$ cat config.mk
export PLATFORM = sky130hd
export DESIGN_NAME = lane_serializer
export DESIGN_NICKNAME = d
export VERILOG_FILES = /design/src/rtl/lane_ser_pkg.sv /design/src/rtl/lane_serializer_lane_pick.sv /design/src/rtl/lane_serializer.sv
export SDC_FILE = /design/constraint.sdc
export NUM_CORES = 1
export LEC_CHECK = 0
export CAP_MARGIN = 20
export CORE_ASPECT_RATIO = 1.2
export CORE_MARGIN = 2
export CORE_UTILIZATION = 40
export DETAILED_ROUTE_END_ITERATION = 6
export PLACE_DENSITY_LB_ADDON = 0.15
export SLEW_MARGIN = 10
export SYNTH_ARGS = -nofsm -noshare
export SYNTH_HDL_FRONTEND = slang
export SYNTH_SLANG_ARGS = --single-unit
$ cat constraint.sdc
create_clock -name clk -period 2.72 [get_ports clk]
set_clock_uncertainty 0.15 [all_clocks]
set_input_delay 0.272 -clock clk [delete_from_list [all_inputs] [get_ports clk]]
set_output_delay 0.272 -clock clk [all_outputs]
set_load 0.03 [all_outputs]
$ cat src/rtl/lane_ser_pkg.sv
// Shared types and elaboration-time helpers for the lane serializer.
package lane_ser_pkg;

    typedef enum logic {IDLE, SEND} state_t;

    function automatic int lanes_of(input int data_w, input int lane_w);
        return data_w / lane_w;
    endfunction

    function automatic int idx_w_of(input int lanes);
        return (lanes > 2) ? $clog2(lanes) : 1;
    endfunction

endpackage

$ cat src/rtl/lane_serializer_lane_pick.sv
// Finds the next kept lane at or after (incl=1) / strictly after (incl=0) cur,
// walking ascending or descending depending on MSB_FIRST.
module lane_pick #(
    parameter int LANES     = 4,
    parameter int IDX_W     = 2,
    parameter int MSB_FIRST = 0
) (
    input  logic [LANES-1:0] keep,
    input  logic [IDX_W-1:0] cur,
    input  logic             incl,
    output logic [IDX_W-1:0] nxt,
    output logic             found
);

    // Scan opposite to the lane order so the last hit is the nearest kept lane.
    always_comb begin
        nxt   = '0;
        found = 1'b0;
        if (MSB_FIRST != 0) begin
            for (int i = 0; i < LANES; i++) begin
                if (keep[i] && (i < int'(cur) || (incl && i == int'(cur)))) begin
                    nxt   = IDX_W'(i);
                    found = 1'b1;
                end
            end
        end else begin
            for (int i = LANES - 1; i >= 0; i--) begin
                if (keep[i] && (i > int'(cur) || (incl && i == int'(cur)))) begin
                    nxt   = IDX_W'(i);
                    found = 1'b1;
                end
            end
        end
    end

endmodule

$ cat src/rtl/lane_serializer.sv
// Serialises a DATA_W word into LANE_W lanes, skipping lanes whose keep bit is
// clear, with back-to-back word acceptance on the final lane.
module lane_serializer
    import lane_ser_pkg::*;
#(
    parameter int DATA_W    = 32,
    parameter int LANE_W    = 8,
    parameter int MSB_FIRST = 0,
    localparam int LANES    = lanes_of(DATA_W, LANE_W),
    localparam int IDX_W    = idx_w_of(LANES)
) (
    input  logic              clk,
    input  logic              rst,
    input  logic              in_valid,
    output logic              in_ready,
    input  logic [DATA_W-1:0] in_data,
    input  logic [LANES-1:0]  in_keep,
    output logic              out_valid,
    input  logic              out_ready,
    output logic [LANE_W-1:0] out_data,
    output logic [IDX_W-1:0]  out_idx,
    output logic              out_last
);

    if (DATA_W % LANE_W != 0 || LANES < 2) begin : g_bad_params
        $error("lane_serializer: DATA_W must be a multiple of LANE_W with at least 2 lanes");
    end

    localparam logic [IDX_W-1:0] START_IDX = (MSB_FIRST != 0) ? IDX_W'(LANES - 1) : '0;

    state_t             state;
    logic [DATA_W-1:0]  data_q;
    logic [LANES-1:0]   keep_q;
    logic [IDX_W-1:0]   nxt_q;

    logic               out_fire, in_fire, load, advance;
    logic [DATA_W-1:0]  sel_data;
    logic [LANES-1:0]   sel_keep;
    logic [IDX_W-1:0]   sel_cur, pick_idx, tail_idx;
    logic               pick_found, tail_found;

    assign out_fire = out_valid & out_ready;
    assign in_ready = !rst && (state == IDLE || (out_fire && out_last));
    assign in_fire  = in_valid & in_ready;

    // A newly accepted word searches from its first lane; otherwise resume
    // from the lookahead index stored when the current lane was presented.
    assign sel_data = in_fire ? in_data : data_q;
    assign sel_keep = in_fire ? in_keep : keep_q;
    assign sel_cur  = in_fire ? START_IDX : nxt_q;

    assign load     = in_fire & pick_found;
    assign advance  = out_fire & !out_last;

    lane_pick #(.LANES(LANES), .IDX_W(IDX_W), .MSB_FIRST(MSB_FIRST)) u_pick (
        .keep  (sel_keep),
        .cur   (sel_cur),
        .incl  (1'b1),
        .nxt   (pick_idx),
        .found (pick_found)
    );

    // Lookahead past the lane being presented: drives out_last and the next search.
    lane_pick #(.LANES(LANES), .IDX_W(IDX_W), .MSB_FIRST(MSB_FIRST)) u_tail (
        .keep  (sel_keep),
        .cur   (pick_idx),
        .incl  (1'b0),
        .nxt   (tail_idx),
        .found (tail_found)
    );

    always_ff @(posedge clk or posedge rst) begin
        if (rst) begin
            state     <= IDLE;
            out_valid <= 1'b0;
            out_data  <= '0;
            out_idx   <= '0;
            out_last  <= 1'b0;
            data_q    <= '0;
            keep_q    <= '0;
            nxt_q     <= '0;
        end else if (load || advance) begin
            state     <= SEND;
            out_valid <= 1'b1;
            out_data  <= sel_data[int'(pick_idx)*LANE_W +: LANE_W];
            out_idx   <= pick_idx;
            out_last  <= !tail_found;
            nxt_q     <= tail_idx;
            if (load) begin
                data_q <= in_data;
                keep_q <= in_keep;
            end
        end else if (out_fire) begin
            state     <= IDLE;
            out_valid <= 1'b0;
        end
    end

endmodule
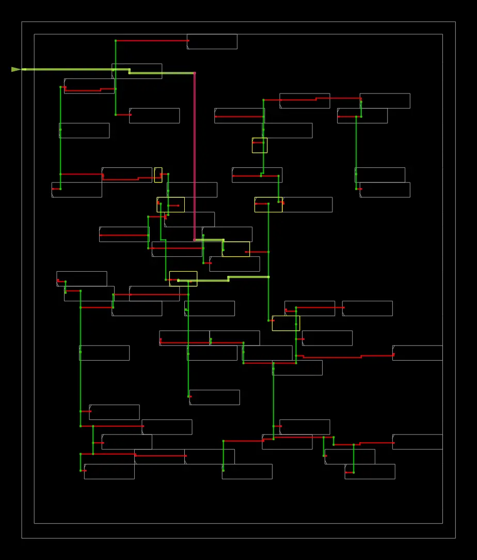
Fig. 1. The clock network (run 1).
Clock Buffer Count: 6
Insertion Delay late pin: 300 ps
sequential cell count: 50
clk sinks: 50
CTS buffer count: 5

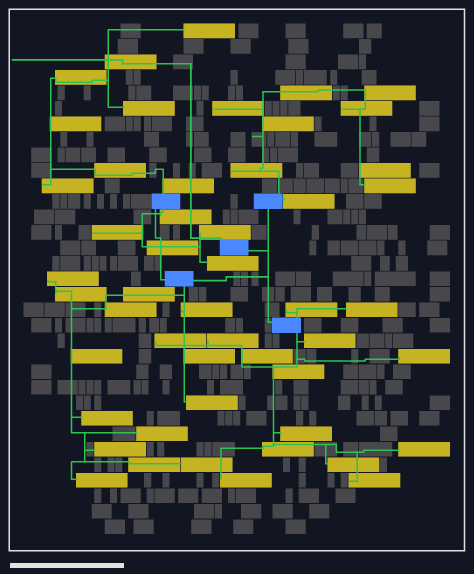
Fig. 2. Clock wires, drivers and flops (run 1).
Bar = 20 um.
green -> clock wires  # length 598 um
yellow -> flip-flops  # count 50
blue -> clock-net drivers  # count 5
routed clock nets = 6
flops lie = widely spread

==> results.txt, run 1 <==
status - finished, final reports clean
worst hold stages - 2
Max Slew Vio Count - 0
Core Util, Final - 51.12%
Hold Startpoint - data_q[5]
post-route ant nets - 0
critical path data arrival time - 2220 ps
ant diodes - 0
grt ovf - 0
hpwl dp - 4.737 mm
core box area - 6730 um2
Final setup viols - 0
DR WL/cell - 14.76 um
most numerous logic cells after layout - nand2_1, clkdlybuf4s50_1, dfrtp_1
Worst VDD drop - 0.0005096 V
htree depth - 2
Post-synth regs - 50
Tool Warnings - 26
Static Leakage - 0.001593 uW
max-cap violations - 0
DIE HEIGHT - 94.77 um
Setup Buffers After CTS - 0
Post-Route WL - 6.627 mm
Worst setup SP type - register
pin count of the biggest net entering global routing - 51
xor/xnor share of the synthesized area - 0.6378%
critical-path maximum fanout - 18
Synth mux share - 9.522%
Reg2Reg Depth - 7
RSZ-0062 raised after global routing - false
global-route wire length before repair - 10.75 mm
CTS tree - built
dominant logic cell type in the layout - nand2_1
ys cells - 308
yosys adder share - 0.7289%
chip width - 79.64 um
Yosys Warn Count - 0
clock tree buffer depth - 2
R2R Path Start - nxt_q[1]
antenna violations before repair - 0
Post-synth EDFFs - 0
area grow syn2layout - 25.28%
Power Density - 1003 nW/um2
chip area - 7547 um2
Initial DRT Pass Iterations - 4
simple share - 24.78%
starting density of the core - 40.81%
Mapped Cells - 308
Seq/Total Area, Yosys - 45.56%
Hold EP - data_q[5]
vias per cell - 5.189
layout cells sized above 1 - 11.05%
global-route usage over all layers - 18.20%
yosys aoi share - 14.03%
Final Hold Viols - 0
mean post-synth cell area - 8.917 um2
Main synth FF type - dfrtp_1
R2R setup slack - 510 ps
routed vias - 2330
crit path DRT - 2730 ps
setup_tns - 0 ps
Rows - 33
Top Ports - 53
port buffer count - 52
Hold Crit Class - register to register
clock root buffer master - clkbuf_8
vias in the first global route - 2257
Yosys chip area - 2746 um2
async set or reset register ratio after synthesis - 100.0%
NumNets Final - 402
cycle use final - 81.42%
Synth logic family - simple AND/OR/NAND/NOR gates
fmax - 0.4515 GHz
Final min period - 2215 ps
library cells used by synthesis - 43
crit end category - register
worst slew pin tran - 663.3 ps
clock slew at reported path FFs - 90 ps
relative slew slack - 55.78%
Crit Path Category - register to register
Placer Congestion - 0.8031
drc violations - 0
1st-iter DRT viols - 104
hold buffers post-CTS - 0
CTS resizes - 0
Post-Syn Nets - 348
Cell Area, Synth - 2746 um2
Worst R2R End - out_data[4]
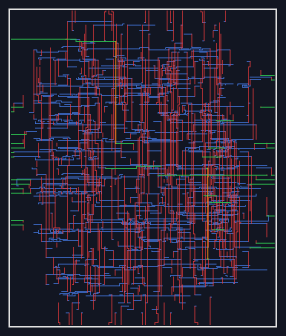
Fig. 3. Metal layers overlaid (run 1).
green -> M3  # wire length 205 um
blue -> M1  # wire length 2780 um
red -> M2  # wire length 3580 um
orange -> M4  # wire length 57.8 um

run 1: how the worst max path moves through the flow:
stage	from	end	depth (start not counted)
6_report	nxt_q[1]	out_data[4]	7
3_3_place_gp	in_keep[0]	out_data[7]	6
4_1_cts	nxt_q[1]	out_data[4]	7
2_1_floorplan	rst	in_ready	2
3_5_place_dp	in_keep[0]	out_data[7]	6
5_1_grt	nxt_q[1]	out_data[4]	7
run 1: state kept, by name, indices dropped and copies added (netlist names):
signal / cells
out_idx: 2
keep_q: 4
out_last: 1
nxt_q: 2
data_q: 32
out_data: 8
state: 1
run 1: worst max-delay path, stage by stage, from the launching register on:
cell and delay, ps:
dfrtp_1 480, inv_1 160, a21oi_2 60, nor3_4 180, buf_4 310, mux2_2 380, o211ai_1 240, nand4_1 120
run 1: power by group:
part	switching, uW	internal (uW)	leakage, uW
Combinational	896	796	0.000935
Sequential	245	1100	0.000620
Clock	233	177	0.0000373
Total	1370	2080	0.00159
run 1: logic make-up after synthesis:
family,count (synthesis)
compound gates,50
xor+xnor,2
fa+ha+maj,2
buf+inv,21
flops,50
mux,25
simple gates,158
run 1: per-layer routing:
layer  routed length (um)  GRT usage, %
met1                 2780         22.09
met2                 3583         33.61
met3                  205         2.294
met4                   57         4.885
met5                    0             0
run 1: stage by stage:
step	total power, uW	instance area, um2	std cells	setup slack (ps)	hold slack [ps]
floorplan	2581	2746	308	534.0	227.4
global placement	3054	3361	442	189.5	305.0
detailed placement	3079	3361	442	204.7	309.1
CTS	3501	3441	449	489.9	331.3
global route	3711	3441	449	412.6	346.3
finish	3451	3441	449	505.4	325.9
run 1: cells in the mapped netlist (2+ instances only):
cell | instances | share of area, %
nand2_1 | 117 | 16
dfrtp_1 | 50 | 46
mux2i_1 | 16 | 5.8
nor2_1 | 13 | 1.8
a211oi_1 | 9 | 2.5
mux2_2 | 9 | 3.7
o22ai_1 | 9 | 2.0
clkbuf_1 | 7 | 0.96
a211o_1 | 6 | 1.9
nand3_1 | 6 | 1.1
inv_1 | 5 | 0.68
nor2b_1 | 5 | 1.1
a21oi_2 | 4 | 1.3
a22o_1 | 4 | 1.3
buf_6 | 4 | 1.6
a21oi_1 | 3 | 0.55
and2_1 | 3 | 0.68
nand2b_1 | 3 | 0.68
a21o_1 | 2 | 0.55
a221o_1 | 2 | 0.73
and2b_1 | 2 | 0.55
and2b_2 | 2 | 0.64
buf_2 | 2 | 0.36
buf_4 | 2 | 0.55
maj3_1 | 2 | 0.73
nand2b_2 | 2 | 0.64
o211ai_1 | 2 | 0.55
o21ai_0 | 2 | 0.36
run 1: layout make-up:
cell class                 instances  area, um2
clock buffer                       6      72.57
timing repair buffer              63      613.1
clock inverter                     1      7.507
fill                             648       3289
sequential                        50       1251
inverter                           5      18.77
tap                               87      108.9
multi-input combinational        237       1369
## Run 2: what changed since run 1
==> constraint.sdc (replaced) <==
create_clock -name clk -period 1.8 [get_ports clk]
set_clock_uncertainty 0.15 [all_clocks]
set_input_delay 0.18 -clock clk [delete_from_list [all_inputs] [get_ports clk]]
set_output_delay 0.18 -clock clk [all_outputs]
set_load 0.03 [all_outputs]
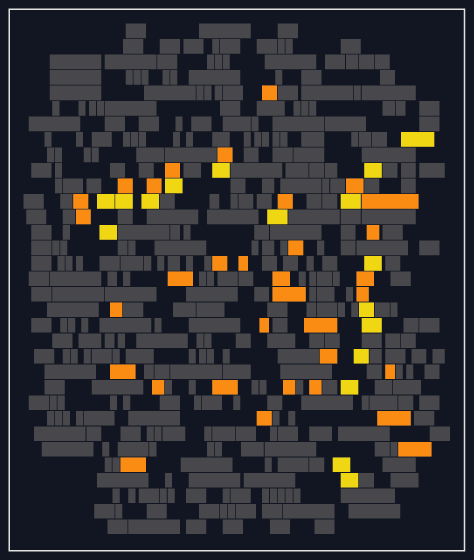
Fig. 4. Logic cells by family (run 2).
yellow -> non-inverting ao/oa cells  # cells 17, most used a211o_1
orange -> aoi and oai cells  # cells 33, most used a211oi_1

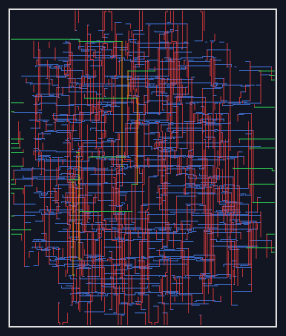
Fig. 5. Metal layers overlaid (run 2).
blue -> M1  # wire length 3050 um
orange -> M4  # wire length 131 um
red -> M2  # wire length 3990 um
green -> M3  # wire length 195 um

==> run 2 against run 1 <==
The flow now finishes with violations (negative setup slack). Clock-buffer cell count up 1. Die area unchanged. First-iteration DRC count down 28%. Total power up 79%. Non-clock buffer count up 42. Critical path type unchanged. Largest cell class unchanged. Largest power group unchanged.
==> results.txt, run 2 <==
post-route ant nets - 0 (unchanged)
Seq/Total Area, Yosys - 45.56% (unchanged)
ys cells - 308 (unchanged)
critical path data arrival time - 1960 ps (was 2220 ps)
Tool Warnings - 29 (was 26)
worst slew pin tran - 647.3 ps (was 663.3 ps)
clk sinks - 50 (unchanged)
Hold Crit Class - primary input to register (was register to register)
hold buffers post-CTS - 0 (unchanged)
htree depth - 2 (unchanged)
Clk pwr share - 10.7% (was 11.9%)
Worst Hold Slack - 278.1 ps (was 325.9 ps)
register with the most flip-flops - data_q (unchanged)
biggest regs - data_q (32), out_data (8), keep_q (4) (unchanged)
Post-Route WL - 7.362 mm (was 6.627 mm)
final worst setup slack - -135.5 ps (was 505.4 ps)
Static Leakage - 0.001894 uW (was 0.001593 uW)
library cells used by synthesis - 43 (unchanged)
Final setup viols - 11 (was 0)
layout cells sized above 1 - 24.26% (was 11.05%)
Switch Pwr - 2370 uW (was 1374 uW)
port buffer count - 52 (unchanged)
global-route usage over all layers - 20.75% (was 18.20%)
failing checks - negative setup slack
Placed Cells - 481 (was 442)
crit path DRT - 1830 ps (was 2730 ps)
vias per cell - 4.984 (was 5.189)
dpl ws - -304.1 ps (was 204.7 ps)
status - complete, but fails checks (was finished, final reports clean)
ant diodes - 0 (unchanged)
Pint - 3818 uW (was 2077 uW)
1st-iter DRT viols - 75 (was 104)
most numerous cell in the Yosys netlist - nand2_1 (unchanged)
Reg power frac - 33.1% (was 39.1%)
hpwl dp - 5.508 mm (was 4.737 mm)
Largest register FFs - 32 (unchanged)
chip width - 79.64 um (unchanged)
Max Slew Vio Count - 0 (unchanged)
setup_tns - -1020 ps (was 0 ps)
Post-synth EDFFs - 0 (unchanged)
Final Hold Viols - 0 (unchanged)
starting density of the core - 40.81% (unchanged)
relative slew slack - 56.85% (was 55.78%)
routed vias - 2447 (was 2330)
pin count of the biggest net entering global routing - 51 (unchanged)
Synth top cells by count - nand2_1, dfrtp_1, mux2i_1 (unchanged)
antenna violations before repair - 0 (unchanged)
async set or reset register ratio after synthesis - 100.0% (unchanged)
area grow syn2layout - 43.33% (was 25.28%)
critical-path maximum fanout - 3 (was 18)
RSZ-0062 raised after global routing - true (was false)
core box area - 6730 um2 (unchanged)
vias in the first global route - 2541 (was 2257)
max-cap violations - 0 (unchanged)
grt ovf - 0 (unchanged)
Rows - 33 (unchanged)
drc violations - 0 (unchanged)
area share, top type - 45.56% (unchanged)
Mapped Cells - 308 (unchanged)
clock slew at reported path FFs - 90 ps (about the same)
Power Density - 1572 nW/um2 (was 1003 nW/um2)
[run 2: cell counts after synthesis]
Identical to the previous run, type by type.
[run 2: worst max-delay path: stages, from the launching register on]
cell and delay (ps):
dfrtp_2 460, nand2b_4 90, a21oi_4 50, nor3_4 260, buf_4 160, mux2_4 290
o211ai_1 220, nand4_1 120
[run 2: layout make-up]
cell class	count	area, um2	share of cell area [%]
well taps	87	108.9	2.765
multi-input cells	237	1494	37.95
flip-flops and latches	50	1256	31.91
clock buffers	7	86.33	2.193
inverters	5	22.52	0.5722
repair buffers	105	968.4	24.60
[run 2: final timing paths]
| path | slack, ps | depth (start not counted) | start | to |
|---|---|---|---|---|
| setup / recovery | -140 | 7 | keep_q[2] | out_data[4] |
| hold / removal | 280 | 3 | in_data[17] | data_q[17] |
| setup reg to reg | -140 | 7 | keep_q[2] | out_data[4] |
| hold reg to reg | 330 | 2 | data_q[8] | data_q[8] |
| max in group asynchronous | 670 | 4 | rst | keep_q[2] |
| min in group asynchronous | 370 | 4 | rst | nxt_q[0] |
[run 2: power groups by stage]
| stage | sequential (uW) | clock [uW] | combinational [uW] |
|---|---|---|---|
| 2_1_floorplan | 2190 | 0 | 1760 |
| 3_3_place_gp | 2020 | 0 | 3140 |
| 3_5_place_dp | 2040 | 0 | 3170 |
| 4_1_cts | 2020 | 681 | 3310 |
| 5_1_grt | 2110 | 723 | 3790 |
| 6_report | 2050 | 663 | 3480 |
[run 2: kinds of logic after synthesis]
logic type / after synthesis / synth area share [%]
xor+xnor: 2 / 0.6379
buf+inv: 21 / 4.738
fa+ha+maj: 2 / 0.7290
flops: 50 / 45.56
compound gates: 50 / 14.03
mux: 25 / 9.522
simple gates: 158 / 24.78
[run 2: what timing repair did]
action / 4_1_cts / 5_1_grt
buffers inserted: 1 / 2
endpoints found under the setup margin: 12 / 13
resized: 11 / 21
pin swaps: 2 / 7
endpoints found under the hold margin: 0 / 0
gates cloned: 0 / 0
[run 2: per-layer routing]
layer | GRT usage (%) | up-vias | share of wire [%]
li1 | - | 1230 | -
met1 | 22.94 | 1166 | 41
met2 | 39.92 | 41 | 54
met3 | 3.155 | 10 | 2.6
met4 | 6.897 | 0 | 1.8
met5 | 0 | - | 0
[run 2: per-stage QoR]
step,utilization [%],instance area [um2],total power [uW]
3_5_place_dp,54.94,3697,5205
6_report,58.49,3936,6188
2_1_floorplan,-,2779,3950
5_1_grt,58.49,3936,6624
4_1_cts,57.30,3856,6015
3_3_place_gp,54.94,3697,5155
Power figures rest on the tool's default switching activity, not on a simulated workload.
